===== src/rtl/frame_buffer_ctrl_pkg.sv =====
`default_nettype none
// ============================================================================
// Module      : frame_buffer_ctrl_pkg
// Description : Shared types and helpers for the frame buffer sequencer.
//               Contains the sequencer state encoding and the row-index wrap
//               helper. The helper does not assume that the row count is a
//               power of two.
// Revision    : 1.0 - initial release
// ============================================================================
package frame_buffer_ctrl_pkg;

    typedef enum logic [1:0] {
        S_ACCEPT = 2'd0,
        S_READ   = 2'd1,
        S_DRAIN  = 2'd2,
        S_OUTPUT = 2'd3
    } state_t;

    // Callers pass an index below 2*rows, so a single conditional subtract
    // is enough to bring it back into 0..rows-1.
    function automatic int wrap_row(input int idx, input int rows);
        return (idx >= rows) ? (idx - rows) : idx;
    endfunction

endpackage
`default_nettype wire


===== src/rtl/pixel_position_counter.sv =====
`default_nettype none
// ============================================================================
// Module      : pixel_position_counter
// Description : Column/row write-position counters for the frame buffer.
//               Wraps the column at P_COLUMNS-1, which advances the circular
//               row pointer and counts completed rows (saturating at
//               P_ROWS-1).
// Ports       : clk_i          clock, rising edge
//               rst_ni         asynchronous active-low reset
//               advance_i      step to the next pixel position
//               clear_i        restart at (0,0) with no filled rows; applied
//                              before advance_i in the same cycle
//               col_o          current column
//               row_o          current row
//               rows_filled_o  number of completed rows (saturating)
// Revision    : 1.0 - initial release
// ============================================================================
module pixel_position_counter
    import frame_buffer_ctrl_pkg::*;
#(
    parameter int P_COLUMNS = 640,
    parameter int P_ROWS    = 3
) (
    input  logic                         clk_i,
    input  logic                         rst_ni,
    input  logic                         advance_i,
    input  logic                         clear_i,
    output logic [$clog2(P_COLUMNS)-1:0] col_o,
    output logic [$clog2(P_ROWS)-1:0]    row_o,
    output logic [$clog2(P_ROWS)-1:0]    rows_filled_o
);

    localparam int CW = $clog2(P_COLUMNS);
    localparam int RW = $clog2(P_ROWS);
    localparam logic [CW-1:0] COL_LAST   = CW'(P_COLUMNS - 1);
    localparam logic [RW-1:0] FILLED_MAX = RW'(P_ROWS - 1);

    logic [CW-1:0] col_q, col_d, col_base;
    logic [RW-1:0] row_q, row_d, row_base;
    logic [RW-1:0] filled_q, filled_d, filled_base;

    always_comb begin
        col_base    = clear_i ? '0 : col_q;
        row_base    = clear_i ? '0 : row_q;
        filled_base = clear_i ? '0 : filled_q;
        col_d       = col_base;
        row_d       = row_base;
        filled_d    = filled_base;
        if (advance_i) begin
            if (col_base == COL_LAST) begin
                col_d    = '0;
                row_d    = RW'(wrap_row(int'(row_base) + 1, P_ROWS));
                filled_d = (filled_base == FILLED_MAX) ? filled_base
                                                       : filled_base + RW'(1);
            end else begin
                col_d = col_base + CW'(1);
            end
        end
    end

    always_ff @(posedge clk_i or negedge rst_ni) begin
        if (!rst_ni) begin
            col_q    <= '0;
            row_q    <= '0;
            filled_q <= '0;
        end else begin
            col_q    <= col_d;
            row_q    <= row_d;
            filled_q <= filled_d;
        end
    end

    assign col_o         = col_q;
    assign row_o         = row_q;
    assign rows_filled_o = filled_q;

endmodule
`default_nettype wire


===== src/rtl/frame_buffer_ctrl.sv =====
`default_nettype none
// ============================================================================
// Module      : frame_buffer_ctrl
// Description : Sequencer between the pixel stream and a single-port frame
//               buffer of P_ROWS circular rows. Each accepted pixel is
//               written at the current (column,row); once enough rows are
//               filled the same column is read back from the other rows and
//               a vertical window (oldest row in the MSB slice, newest pixel
//               in the LSB slice) is presented downstream.
// Ports       : I_CLK/I_RESET          clock, async active-low reset
//               I_ENABLE               low freezes the sequencer, no FB traffic
//               I_PIXEL/_VALID/I_SOF   pixel stream in, O_PIXEL_READY back
//               O_FB_*                 frame buffer control/address/write data
//               I_FB_PIXEL             frame buffer read data (1-cycle latency)
//               O_WINDOW/_COL/_VALID   window out, I_WINDOW_READY back
// Revision    : 1.0 - initial release
// ============================================================================
module frame_buffer_ctrl
    import frame_buffer_ctrl_pkg::*;
#(
    parameter int P_COLUMNS     = 640,
    parameter int P_ROWS        = 3,
    parameter int P_PIXEL_DEPTH = 24
) (
    input  logic                              I_CLK,
    input  logic                              I_RESET,
    input  logic                              I_ENABLE,
    input  logic [P_PIXEL_DEPTH-1:0]          I_PIXEL,
    input  logic                              I_PIXEL_VALID,
    input  logic                              I_SOF,
    output logic                              O_PIXEL_READY,
    output logic                              O_FB_ENABLE,
    output logic [$clog2(P_COLUMNS)-1:0]      O_FB_COL,
    output logic [$clog2(P_ROWS)-1:0]         O_FB_ROW,
    output logic [P_PIXEL_DEPTH-1:0]          O_FB_PIXEL,
    output logic                              O_FB_WRITE_ENABLE,
    output logic                              O_FB_READ_ENABLE,
    input  logic [P_PIXEL_DEPTH-1:0]          I_FB_PIXEL,
    output logic [P_ROWS*P_PIXEL_DEPTH-1:0]   O_WINDOW,
    output logic [$clog2(P_COLUMNS)-1:0]      O_WINDOW_COL,
    output logic                              O_WINDOW_VALID,
    input  logic                              I_WINDOW_READY
);

    localparam int CW = $clog2(P_COLUMNS);
    localparam int RW = $clog2(P_ROWS);
    localparam int D  = P_PIXEL_DEPTH;
    localparam logic [RW-1:0] K_LAST = RW'(P_ROWS - 1);

    state_t        state_q, state_d;
    logic [RW-1:0] k_q, k_d;         // next read index to issue (1..P_ROWS-1)
    logic [RW-1:0] rd_k_q;           // index of the read issued last cycle
    logic          rd_vld_q;         // I_FB_PIXEL carries data this cycle
    logic [CW-1:0] wr_col_q;
    logic [RW-1:0] wr_row_q;
    logic [D-1:0]  win_q [P_ROWS];   // [0] = oldest row, [P_ROWS-1] = newest

    logic [CW-1:0] cnt_col, tgt_col;
    logic [RW-1:0] cnt_row, cnt_filled, tgt_row, tgt_filled, rd_row;
    logic          run, accept, wr_en, rd_en;

    assign run    = I_ENABLE && I_RESET;
    assign accept = run && (state_q == S_ACCEPT) && I_PIXEL_VALID;

    // A start-of-frame pixel goes to (0,0) and restarts the row priming.
    assign tgt_col    = I_SOF ? '0 : cnt_col;
    assign tgt_row    = I_SOF ? '0 : cnt_row;
    assign tgt_filled = I_SOF ? '0 : cnt_filled;

    // Oldest row sits just after the written row in the circular buffer.
    assign rd_row = RW'(wrap_row(int'(wr_row_q) + int'(k_q), P_ROWS));

    pixel_position_counter #(
        .P_COLUMNS (P_COLUMNS),
        .P_ROWS    (P_ROWS)
    ) u_pos (
        .clk_i         (I_CLK),
        .rst_ni        (I_RESET),
        .advance_i     (accept),
        .clear_i       (accept && I_SOF),
        .col_o         (cnt_col),
        .row_o         (cnt_row),
        .rows_filled_o (cnt_filled)
    );

    always_comb begin
        state_d  = state_q;
        k_d      = k_q;
        wr_en    = 1'b0;
        rd_en    = 1'b0;
        O_FB_COL = wr_col_q;
        O_FB_ROW = rd_row;
        case (state_q)
            S_ACCEPT: begin
                O_FB_COL = tgt_col;
                O_FB_ROW = tgt_row;
                if (accept) begin
                    wr_en = 1'b1;
                    if (tgt_filled >= K_LAST) begin
                        state_d = S_READ;
                        k_d     = RW'(1);
                    end
                end
            end
            S_READ: begin
                if (run) begin
                    rd_en = 1'b1;
                    k_d   = k_q + RW'(1);
                    if (k_q == K_LAST) begin
                        state_d = S_DRAIN;
                    end
                end else if (rd_vld_q) begin
                    // Read data returning while frozen is not captured, so
                    // that read is issued again once enable comes back.
                    k_d = rd_k_q;
                end
            end
            S_DRAIN: begin
                if (run) begin
                    state_d = S_OUTPUT;
                end else if (rd_vld_q) begin
                    state_d = S_READ;
                    k_d     = rd_k_q;
                end
            end
            S_OUTPUT: begin
                if (run && I_WINDOW_READY) begin
                    state_d = S_ACCEPT;
                end
            end
            default: state_d = S_ACCEPT;
        endcase
    end

    always_ff @(posedge I_CLK or negedge I_RESET) begin
        if (!I_RESET) begin
            state_q  <= S_ACCEPT;
            k_q      <= '0;
            rd_k_q   <= '0;
            rd_vld_q <= 1'b0;
            wr_col_q <= '0;
            wr_row_q <= '0;
        end else begin
            state_q  <= state_d;
            k_q      <= k_d;
            rd_vld_q <= rd_en;
            if (rd_en) begin
                rd_k_q <= k_q;
            end
            if (accept) begin
                wr_col_q <= tgt_col;
                wr_row_q <= tgt_row;
            end
        end
    end

    // Slots 0..P_ROWS-2 take the read-back rows; the last slot takes the
    // written pixel itself.
    generate
        for (genvar i = 0; i < P_ROWS; i++) begin : g_slot
            if (i == P_ROWS - 1) begin : g_newest
                always_ff @(posedge I_CLK or negedge I_RESET) begin
                    if (!I_RESET) begin
                        win_q[i] <= '0;
                    end else if (accept) begin
                        win_q[i] <= I_PIXEL;
                    end
                end
            end else begin : g_read
                always_ff @(posedge I_CLK or negedge I_RESET) begin
                    if (!I_RESET) begin
                        win_q[i] <= '0;
                    end else if (I_ENABLE && rd_vld_q && (rd_k_q == RW'(i + 1))) begin
                        win_q[i] <= I_FB_PIXEL;
                    end
                end
            end
            assign O_WINDOW[(P_ROWS-1-i)*D +: D] = win_q[i];
        end
    endgenerate

    assign O_PIXEL_READY     = run && (state_q == S_ACCEPT);
    assign O_FB_ENABLE       = run;
    assign O_FB_PIXEL        = I_PIXEL;
    assign O_FB_WRITE_ENABLE = wr_en;
    assign O_FB_READ_ENABLE  = rd_en;
    assign O_WINDOW_COL      = wr_col_q;
    // Valid is withheld while frozen: the FSM cannot retire a handshake then.
    assign O_WINDOW_VALID    = run && (state_q == S_OUTPUT);

endmodule
`default_nettype wire

===== config.mk =====
export PLATFORM = sky130hd
export DESIGN_NAME = frame_buffer_ctrl
export DESIGN_NICKNAME = d
export VERILOG_FILES = /design/src/rtl/frame_buffer_ctrl_pkg.sv /design/src/rtl/pixel_position_counter.sv /design/src/rtl/frame_buffer_ctrl.sv
export SDC_FILE = /design/constraint.sdc
export NUM_CORES = 1
export LEC_CHECK = 0
export CAP_MARGIN = 25
export CORE_ASPECT_RATIO = 1.5
export CORE_MARGIN = 8
export CORE_UTILIZATION = 49
export CTS_CLUSTER_DIAMETER = 150
export DETAILED_ROUTE_END_ITERATION = 10
export HOLD_SLACK_MARGIN = 0.15
export PLACE_DENSITY = 0.91
export SYNTH_ARGS = -nofsm -noshare
export SYNTH_HDL_FRONTEND = slang
export SYNTH_SLANG_ARGS = --single-unit

===== constraint.sdc =====
create_clock -name I_CLK -period 4.51 [get_ports I_CLK]
set_input_delay 0.902 -clock I_CLK [delete_from_list [all_inputs] [get_ports I_CLK]]
set_output_delay 0.902 -clock I_CLK [all_outputs]
set_load 0.05 [all_outputs]

metal_density.png
Bar = 20 µm. The die is cut into 20 by 28 equal tiles; dark blue is low, red is high, scaled to the fullest tile. Values are wire area over tile area, all layers added.
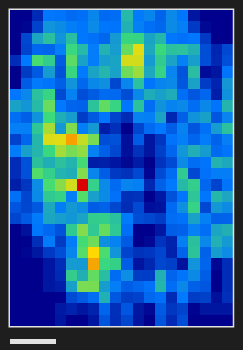
- mean over tiles: 0.15
- tiles over half the peak: 7.0%
- fullest tile: 0.61
- densest ninth of the die: left middle
- nearly empty tiles: 11%

layer_met3.png
Bar = 20 µm.
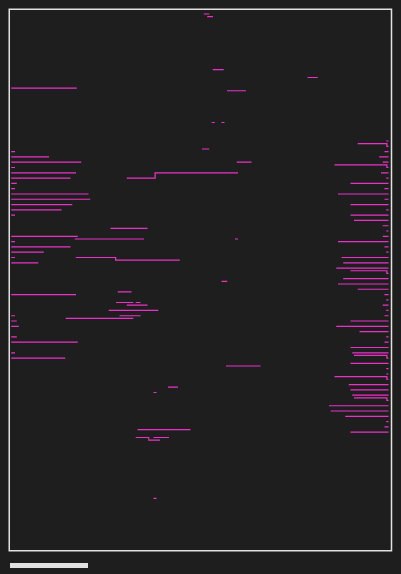
- nets with wire on the layer: 102
- share of all routed wire: 6.2%
- longest straight run: 21.2 µm
- main direction: horizontal
Detailed Route WL: 12600 µm
met3 Use GR: 5.63%
via count: 3847

==> impl_metrics.yaml <==
# physical design summary
status:
  status: "completed"
setup_path:
  crit_type: "flop to primary output"
  path_max_fanout: 4
  crit_slowest_cell: "clkdlybuf4s50_1"
  cp.arrival_ns: 3.10
  setup.worst_path.start_class: "flop"
  cp-end-kind: "primary output"
place:
  port_buffers: 176
  hpwl_um: 9780
die:
  floorplan.core_util_pct: 49.4
  die-area_um2: 13600
  die_y_um: 139
  die_x_um: 97.8
  core_um2: 9970
  row_count: 45
drt:
  highest_layer: "met4"
  met1_length_um: 4840
  wl_met3_um: 777
  drc: 0
  wl_per_cell_um: 17.3
  first_pass_iters: 4
worst_hold_path:
  hold_class: "flop to flop"
  holdPathStages: 2
power:
  peakVddDrop_v: 0.000469
  switching_share_pct: 48.7
  seqPwrFrac_pct: 28.4
  combPwrFrac_pct: 57.7
  power_frac_clock_pct: 13.9
  netSwitchingPower_uw: 2650
  power.density_nw_per_um2: 791
  intPower_uw: 2790
logic_synthesis:
  synthesis.nets: 526
  synth-main-ff-cell: "dfrtp_1"
  ys.flops: 105
  yosys.area.top_type: "dfrtp_1"
  edf_count: 0
  syn_area_um2: 4920
  ys_seq_share_pct: 53.4
clock_tree:
  cts_resized: 0
  cts_setup_buffers: 0
  worst_skew_pair.late_latency_ns: 0.33
  cts_hold_buf: 0
  clk_pin_slew_ns: 0.07
  cts_tree: "done"
  root_buffer: "clkbuf_16"
sta:
  clock_skew_ns: 0.00654
  maxSlewViolCount: 0
  fin_crit_ns: 4.00
  max_slew_margin_pct: 48.5
  worst_pin_slew_ns: 0.773
  max_freq_mhz: 250
grt:
  grt_usage_pct: 18.8
  grt_pass1_vias: 4031
run:
  warning_count: 31
cells_and_area:
  n_antenna_cell: 0
  nFillCells: 727
  comb_area_um2: 1900
  drive_above_1_share_pct: 14.9
  fin_cells: 729
  layout_top_cell: "clkdlybuf4s50_1"
  lay_top_cells: "clkdlybuf4s50_1, dfrtp_1, nand2_1"
  post-route-util_pct: 69.1
layer_met1.png
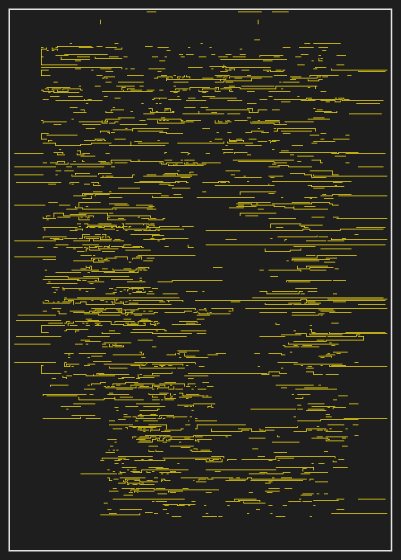
- main direction: horizontal
- longest straight run: 46.0 µm
M1 GR Usage: 20.8%

==> synthesized netlist by cell type (3+ instances only) <==
master	n
ha_1	12
inv_1	19
mux2_2	52
nor2b_1	4
nor2_1	10
a21oi_1	8
clkbuf_1	4
and2_1	3
mux2i_1	3
dfrtp_1	105
nor3_1	5
buf_2	13
nand3_1	16
nand2_1	99
buf_4	27
o22ai_1	3
o21ai_0	28
o31ai_1	3
==> cells by family after synthesis <==
group,share of synthesized area (%)
xor+xnor,0.178
flops,53.4
mux,12.5
simple gates,15.3
compound gates,7.10
fa+ha+maj,3.46
buf+inv,8.01
==> per-layer routing <==
metal  global-route usage (%)  vias up
met5                        0        -
met4                     6.19        0
met3                     5.63       15
met2                     33.2      132
met1                     20.8     1882
li1                         -     1818
==> stage by stage <==
stage | total power (µW) | hold slack (ns) | setup slack [ns] | area, µm²
2_1_floorplan | 3630 | 0.454 | 0.983 | 4920
3_3_place_gp | 4650 | 0.458 | 0.709 | 6590
3_5_place_dp | 4740 | 0.461 | 0.655 | 6590
4_1_cts | 5500 | 0.480 | 0.474 | 6880
5_1_grt | 5700 | 0.498 | 0.297 | 6880
6_report | 5450 | 0.475 | 0.512 | 6880
==> critical path: cells and delay by family, from the launching register on <==
family / cells / cell delay, ns
AOI/OAI and AO/OA: 2 / 0.34
adders and majority gates: 3 / 0.83
buffers and inverters: 3 / 0.95
and+or+nand+nor: 1 / 0.27
DFF: 1 / 0.38
==> path summary, 6_finish.rpt <==
check / from / end / slack, ns
worst max-delay path: k_q[0] / O_FB_ROW[1] / 0.51
worst min-delay path: O_WINDOW[7] / O_WINDOW[7] / 0.48
worst max register to register: state_q[0] / u_pos.row_o[0] / 1.66
worst min register to register: O_WINDOW[7] / O_WINDOW[7] / 0.48
max in group asynchronous: I_RESET / O_WINDOW[35] / 2.65
min in group asynchronous: I_RESET / k_q[1] / 0.66
==> layout make-up <==
cell class / instances / area share, %
Sequential cell: 105 / 38.2
Clock buffer: 11 / 3.67
Clock inverter: 5 / 0.636
Inverter: 21 / 1.15
Multi-Input combinational cell: 285 / 27.6
Timing Repair Buffer: 185 / 26.7
Tap cell: 117 / 2.13
==> state kept, by name (all words and copies together) (netlist names) <==
name,flops
rd_vld_q,1
u_pos.col_o,10
rd_k_q,2
O_WINDOW_COL,10
u_pos.rows_filled_o,2
O_WINDOW,72
u_pos.row_o,2
k_q,2
wr_row_q,2
state_q,2
==> power by group through the flow <==
stage               clock network (µW)  registers (µW)  logic (µW)
finish                             755            1550        3140
global route                       808            1600        3300
CTS                                775            1550        3170
detailed placement                   0            1570        3170
global placement                     0            1540        3110
floorplan                            0            2650         974
No activity file was given, so power comes from the tool's default toggle rates.
